===== src/rtl/duck_round_ctrl.sv =====
// duck_round_ctrl: round/score controller for the duck-hunt game.
// Tracks which birds are still alive, the ammo left, a saturating score and the
// number of missed rounds, and runs the game FSM. The trigger is sampled only on
// tick cycles, and a shot is a rising edge seen between two ticks.
// Optional feature: define DUCK_ROUND_BONUS_EN to credit unused ammo to the score
// when a round is cleared.

// Hit test for one bird. Deltas are taken larger-minus-smaller so they never wrap.
module duck_round_hit #(
  parameter int          X_W        = 8,
  parameter int          Y_W        = 7,
  parameter int unsigned HIT_RADIUS = 4
) (
  input  logic [X_W-1:0] x_player,
  input  logic [Y_W-1:0] y_player,
  input  logic [X_W-1:0] x_bird,
  input  logic [Y_W-1:0] y_bird,
  input  logic           alive,
  output logic           hit
);
  logic [X_W-1:0] dx;
  logic [Y_W-1:0] dy;

  assign dx  = (x_player >= x_bird) ? x_player - x_bird : x_bird - x_player;
  assign dy  = (y_player >= y_bird) ? y_player - y_bird : y_bird - y_player;
  assign hit = alive && (32'(dx) <= HIT_RADIUS) && (32'(dy) <= HIT_RADIUS);
endmodule

module duck_round_ctrl #(
  parameter  int          NUM_BIRDS       = 2,
  parameter  int          SHOTS_PER_ROUND = 3,
  parameter  int          SCORE_W         = 4,
  parameter  int          X_W             = 8,
  parameter  int          Y_W             = 7,
  parameter  int unsigned HIT_RADIUS      = 4,
  parameter  int          MAX_MISSED      = 3,
  localparam int          SW_W            = $clog2(SHOTS_PER_ROUND + 1)
) (
  input  logic                     clk,
  input  logic                     reset_n,
  input  logic                     tick,
  input  logic                     start,
  input  logic                     trigger,
  input  logic [X_W-1:0]           x_player,
  input  logic [Y_W-1:0]           y_player,
  input  logic [NUM_BIRDS*X_W-1:0] x_birds,
  input  logic [NUM_BIRDS*Y_W-1:0] y_birds,
  output logic [NUM_BIRDS-1:0]     bird_alive,
  output logic [SW_W-1:0]          shots_left,
  output logic [SCORE_W-1:0]       score,
  output logic                     hit_pulse,
  output logic                     round_over,
  output logic                     game_over,
  output logic [2:0]               state
);
  localparam int MW = $clog2(MAX_MISSED + 1);
  localparam logic [MW-1:0] MISSED_LIM = MW'(MAX_MISSED);

  typedef enum logic [2:0] {
    S_IDLE      = 3'd0,
    S_ARM       = 3'd1,
    S_WAIT_FIRE = 3'd2,
    S_RESOLVE   = 3'd3,
    S_ROUND_END = 3'd4,
    S_GAME_OVER = 3'd5
  } state_t;

  state_t               state_q, state_d;
  logic [NUM_BIRDS-1:0] alive_q, alive_d;
  logic [NUM_BIRDS-1:0] mask_q, mask_d;
  logic [SW_W-1:0]      shots_q, shots_d;
  logic [SCORE_W-1:0]   score_q, score_d;
  logic [MW-1:0]        missed_q, missed_d;
  logic                 hit_pulse_q, hit_pulse_d;
  logic                 trig_prev;
  logic                 shot;
  logic [NUM_BIRDS-1:0] hit_now;
  logic [NUM_BIRDS-1:0] kill_oh;
  logic [NUM_BIRDS-1:0] alive_after;
  logic [SCORE_W-1:0]   score_inc, score_dec;
  logic [MW-1:0]        missed_inc;

  // Per-bird hit detectors against the live crosshair.
  for (genvar i = 0; i < NUM_BIRDS; i++) begin : g_lane
    duck_round_hit #(
      .X_W       (X_W),
      .Y_W       (Y_W),
      .HIT_RADIUS(HIT_RADIUS)
    ) u_hit (
      .x_player(x_player),
      .y_player(y_player),
      .x_bird  (x_birds[i*X_W +: X_W]),
      .y_bird  (y_birds[i*Y_W +: Y_W]),
      .alive   (alive_q[i]),
      .hit     (hit_now[i])
    );
  end

  assign shot = tick & trigger & ~trig_prev;

  // Lowest set bit of the captured mask is the one bird a shot may kill.
  assign kill_oh     = mask_q & (~mask_q + NUM_BIRDS'(1));
  assign alive_after = alive_q & ~kill_oh;

  assign score_inc  = (&score_q) ? score_q : score_q + 1'b1;
  assign score_dec  = (score_q == '0) ? score_q : score_q - 1'b1;
  assign missed_inc = missed_q + 1'b1;

`ifdef DUCK_ROUND_BONUS_EN
  localparam int BW = ((SCORE_W > SW_W) ? SCORE_W : SW_W) + 1;
  logic [BW-1:0]      bonus_sum;
  logic [SCORE_W-1:0] score_bonus;
  assign bonus_sum   = BW'(score_q) + BW'(shots_q);
  assign score_bonus = (bonus_sum > BW'({SCORE_W{1'b1}})) ? '1 : bonus_sum[SCORE_W-1:0];
`endif

  // Trigger history only advances on game-rate ticks.
  always_ff @(posedge clk or negedge reset_n) begin
    if (!reset_n)  trig_prev <= 1'b0;
    else if (tick) trig_prev <= trigger;
  end

  // State and datapath registers.
  always_ff @(posedge clk or negedge reset_n) begin
    if (!reset_n) begin
      state_q     <= S_IDLE;
      alive_q     <= '0;
      mask_q      <= '0;
      shots_q     <= '0;
      score_q     <= '0;
      missed_q    <= '0;
      hit_pulse_q <= 1'b0;
    end else begin
      state_q     <= state_d;
      alive_q     <= alive_d;
      mask_q      <= mask_d;
      shots_q     <= shots_d;
      score_q     <= score_d;
      missed_q    <= missed_d;
      hit_pulse_q <= hit_pulse_d;
    end
  end

  // Next-state and datapath updates for the game FSM.
  always_comb begin
    state_d     = state_q;
    alive_d     = alive_q;
    mask_d      = mask_q;
    shots_d     = shots_q;
    score_d     = score_q;
    missed_d    = missed_q;
    hit_pulse_d = 1'b0;
    case (state_q)
      S_IDLE, S_GAME_OVER: begin
        if (start) begin
          score_d  = '0;
          missed_d = '0;
          state_d  = S_ARM;
        end
      end
      S_ARM: begin
        shots_d = SW_W'(SHOTS_PER_ROUND);
        alive_d = '1;
        state_d = S_WAIT_FIRE;
      end
      S_WAIT_FIRE: begin
        if (shot && shots_q != '0) begin
          mask_d  = hit_now;
          shots_d = shots_q - 1'b1;
          state_d = S_RESOLVE;
        end
      end
      S_RESOLVE: begin
        // alive_after equals alive_q when nothing was hit.
        alive_d = alive_after;
        if (|mask_q) begin
          score_d     = score_inc;
          hit_pulse_d = 1'b1;
        end
        state_d = (alive_after == '0 || shots_q == '0) ? S_ROUND_END : S_WAIT_FIRE;
      end
      S_ROUND_END: begin
        if (|alive_q) begin
          score_d  = score_dec;
          missed_d = missed_inc;
          state_d  = (missed_inc >= MISSED_LIM) ? S_GAME_OVER : S_ARM;
        end else begin
`ifdef DUCK_ROUND_BONUS_EN
          if (shots_q != '0) score_d = score_bonus;
`endif
          state_d = S_ARM;
        end
      end
      default: state_d = S_IDLE;
    endcase
  end

  assign bird_alive = alive_q;
  assign shots_left = shots_q;
  assign score      = score_q;
  assign hit_pulse  = hit_pulse_q;
  assign round_over = (state_q == S_ROUND_END);
  assign game_over  = (state_q == S_GAME_OVER);
  assign state      = state_q;
endmodule


===== config.mk =====
export PLATFORM = sky130hd
export DESIGN_NAME = duck_round_ctrl
export DESIGN_NICKNAME = d
export VERILOG_FILES = /design/src/rtl/duck_round_ctrl.sv
export SDC_FILE = /design/constraint.sdc
export NUM_CORES = 1
export LEC_CHECK = 0
export CORE_ASPECT_RATIO = 0.7
export CORE_MARGIN = 2
export CORE_UTILIZATION = 25
export DETAILED_ROUTE_END_ITERATION = 6
export PLACE_DENSITY = 0.52
export SYNTH_ARGS = -nofsm -noshare
export SYNTH_HDL_FRONTEND = slang
export SYNTH_SLANG_ARGS = --single-unit

===== constraint.sdc =====
create_clock -name clk -period 2.8 [get_ports clk]
set_input_delay 0.7 -clock clk [delete_from_list [all_inputs] [get_ports clk]]
set_output_delay 0.7 -clock clk [all_outputs]
set_load 0.02 [all_outputs]

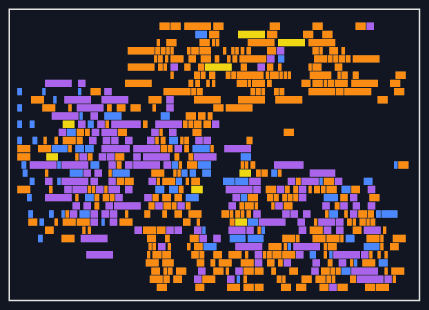
*Drive-strength map, run 1*
Scale: 3 px per um.
legend:
  orange:
    size: x1 and smaller
    cells: 350
    share: 61%
    most_used: inv_1
  purple:
    size: x3 and x4
    cells: 138
    share: 24%
    most_used: buf_4
  yellow:
    size: x6 and larger
    cells: 8
    share: 1.4%
    most_used: buf_6
  blue:
    size: x2
    cells: 75
    share: 13%
    most_used: inv_2

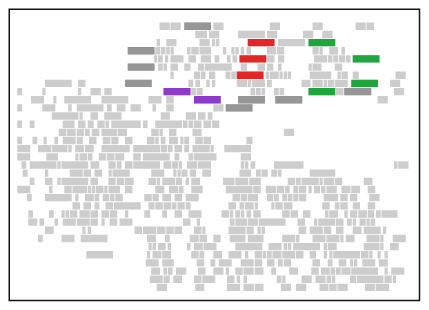
*Register map, names as in the netlist, run 1*
Scale: 3 px per um.
legend:
  red:
    signal: `state`
    placed_flops: 3
  green:
    signal: `score`
    placed_flops: 4
    where: upper right
  purple:
    signal: `bird_alive`
    placed_flops: 2
not colored: 8

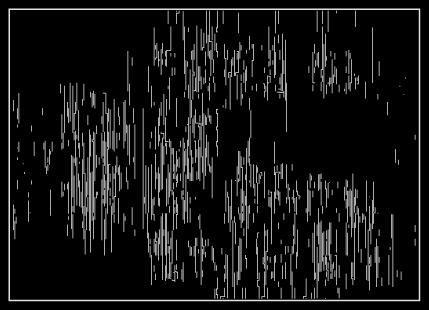
*Signal wires on met2, run 1*
Scale: 3 px per um.
wire length on this layer: 4340 um
main direction: vertical

==> impl_metrics.ini, run 1 <==
; flow metrics
[status]
status = finished, final reports clean

[critical_path]
critPathCaptureType = flip-flop
worst_path_largest_cell_delay_ps = 520
r2r_end = score[3]$_DFFE_PN0P_
critPathMaxFanout = 4
worstSetupPathType = in2reg
cp-startpoint = x_birds[7]
r2r_cells = 9
reg2reg_slack_ps = 630
crit_cells = 9
critPathBufInv = 3

[pwr]
power.density_nw_per_um2 = 345
seqPwrFrac_pct = 18.4
p_leak_nw = 2.46
peakVddDrop_v = 0.000234
top_power_group = combinational logic
p_clk_mw = 0.288
power_switching_mw = 0.721
power_frac_comb_pct = 65.6

[grt]
grt_pass1_vias = 3281
grt_max_degree = 18
grt.busiest_layer = met2
grt_first_pass_wirelength_um = 15900

[timing]
slew_violations = 0
setup-violations-final = 0
timing.fmax_mhz = 366
fin_ws_ps = 66.9
hold_viol_final = 0
finalClockSkew_ps = 1.36
slew_headroom_pct = 74.7

[logic_synthesis]
syn_nets = 519
yosys_warnings = 0
synthArstFlopShare_pct = 100
top_cells_by_count = inv_1 (62), ha_1 (60), o21ai_0 (39), a21oi_1 (38), nand2_1 (33)
synthTopCellsByArea = ha_1 (25%), dfrtp_1 (14%), inv_1 (7.6%)
synthCells = 408
syn_area_per_cell_um2 = 7.50
ys_area_um2 = 3060
yosys_cells = 408
synth-edff-count = 0
post_synth_ao_oa_area_fraction_pct = 26.0

[cts]
cts-buffers-inserted = 3
clk_latency_ps = 250
cts_tree = built
cts.hold.buffers_added = 0
clockBufferDepth = 2
htree_num_levels = 1
cts.sinks = 17

[cells_and_area]
comb_area_um2 = 2920
fin_area_um2 = 5220
clock_area_share_pct = 1.51
utilization_pct = 44.2
lay_top_count = buf_4
final_nets = 683
nonClockInverterCount = 62
sh_comb_area_pct = 55.8
nNonClkBuffers = 169
clock_buffers = 4
comb_cells = 319
n_sequential_cell = 17
n_antenna_cell = 0

[routing]
vias = 3347
wl_met3_um = 371
wl_met2_um = 4340
firstDrtPassIters = 4
drt-met1-wl_um = 5210
drt_wl_total_um = 9920

[die]
num_rows = 33
core_um2 = 11800
tapCellCount = 157
fp_util_pct = 25.9
die_h_um = 96.6

[placed_design]
gp_congestion = 0.822
dp_slack_ps = -670

[run]
warnings = 53

[min_path]
whs_path_depth = 1
### Track usage over the die, run 1

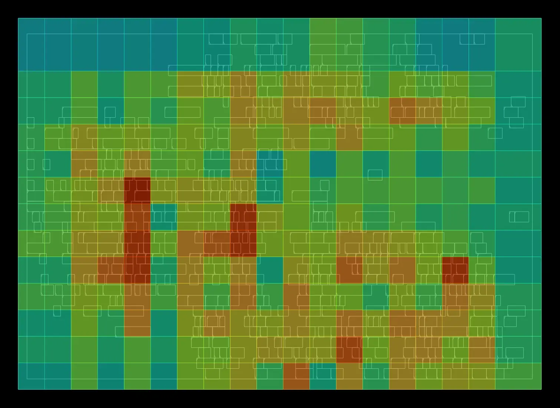

==> run 1 -> run 2 <==
Clock period 2.8 ns to 3.18 ns, I/O delays scaled along.
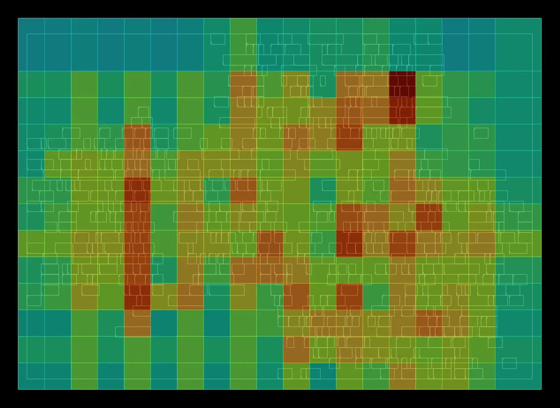
*Track usage over the die, run 2*
GR met1 Demand/Resource: 21.8%
GRT Util Overall: 14.3%
Finished Core Util: 42.1%

==> run 2 against run 1 <==
- sequential power is 9.7% lower
- sequential share of layout area rose by 0.41 points
- sequential cell count unchanged
- clock power decreased by 9.0%
- critical path type unchanged
==> impl_metrics.ini, run 2 <==
; flow metrics
[status]
status = finished, final reports clean

[die]
num_rows = 33
tapCellCount = 157
core_um2 = 11800

[critical_path]
worstSetupPathType = in2reg
cp-startpoint = x_player[6]
r2r_cells = 10
critPathCaptureType = flip-flop
critPathMaxFanout = 7
reg2reg_slack_ps = 890

[cells_and_area]
final_nets = 667
comb_cells = 319
fin_area_um2 = 4970
n_antenna_cell = 0
comb_area_um2 = 2700
nNonClkBuffers = 153
sh_comb_area_pct = 54.4

[logic_synthesis]
yosys_warnings = 0
syn_area_per_cell_um2 = 7.50
synth-edff-count = 0
ys_area_um2 = 3060
synthCells = 408
syn_nets = 519
yosys_cells = 408
synthTopCellsByArea = ha_1 (25%), dfrtp_1 (14%), inv_1 (7.6%)

[placed_design]
gp_congestion = 0.892
dp_slack_ps = -393

[grt]
grt.busiest_layer = met2

[pwr]
power_switching_mw = 0.624
power.density_nw_per_um2 = 310
top_power_group = combinational logic
peakVddDrop_v = 0.000242
p_leak_nw = 2.40

[routing]
wl_met3_um = 456
firstDrtPassIters = 4
drt-met1-wl_um = 5240
drt_wl_total_um = 9830
vias = 3381
wl_met2_um = 4110

[cts]
cts.hold.buffers_added = 0
clockBufferDepth = 2
cts-buffers-inserted = 3

[timing]
timing.fmax_mhz = 319
hold_viol_final = 0
slew_headroom_pct = 45.6
setup-violations-final = 0
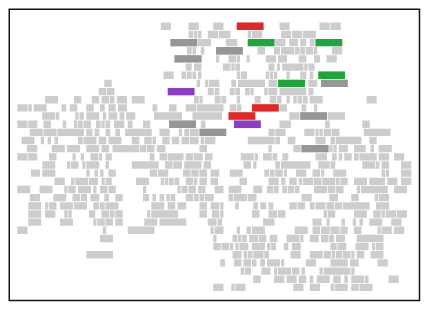
*Register map, names as in the netlist, run 2*
Scale: 3 px per um.
legend:
  green:
    signal: `score`
    placed_flops: 4
    where: upper right
  purple:
    signal: `bird_alive`
    placed_flops: 2
  red:
    signal: `state`
    placed_flops: 3

No activity file was given, so power comes from the tool's default toggle rates.
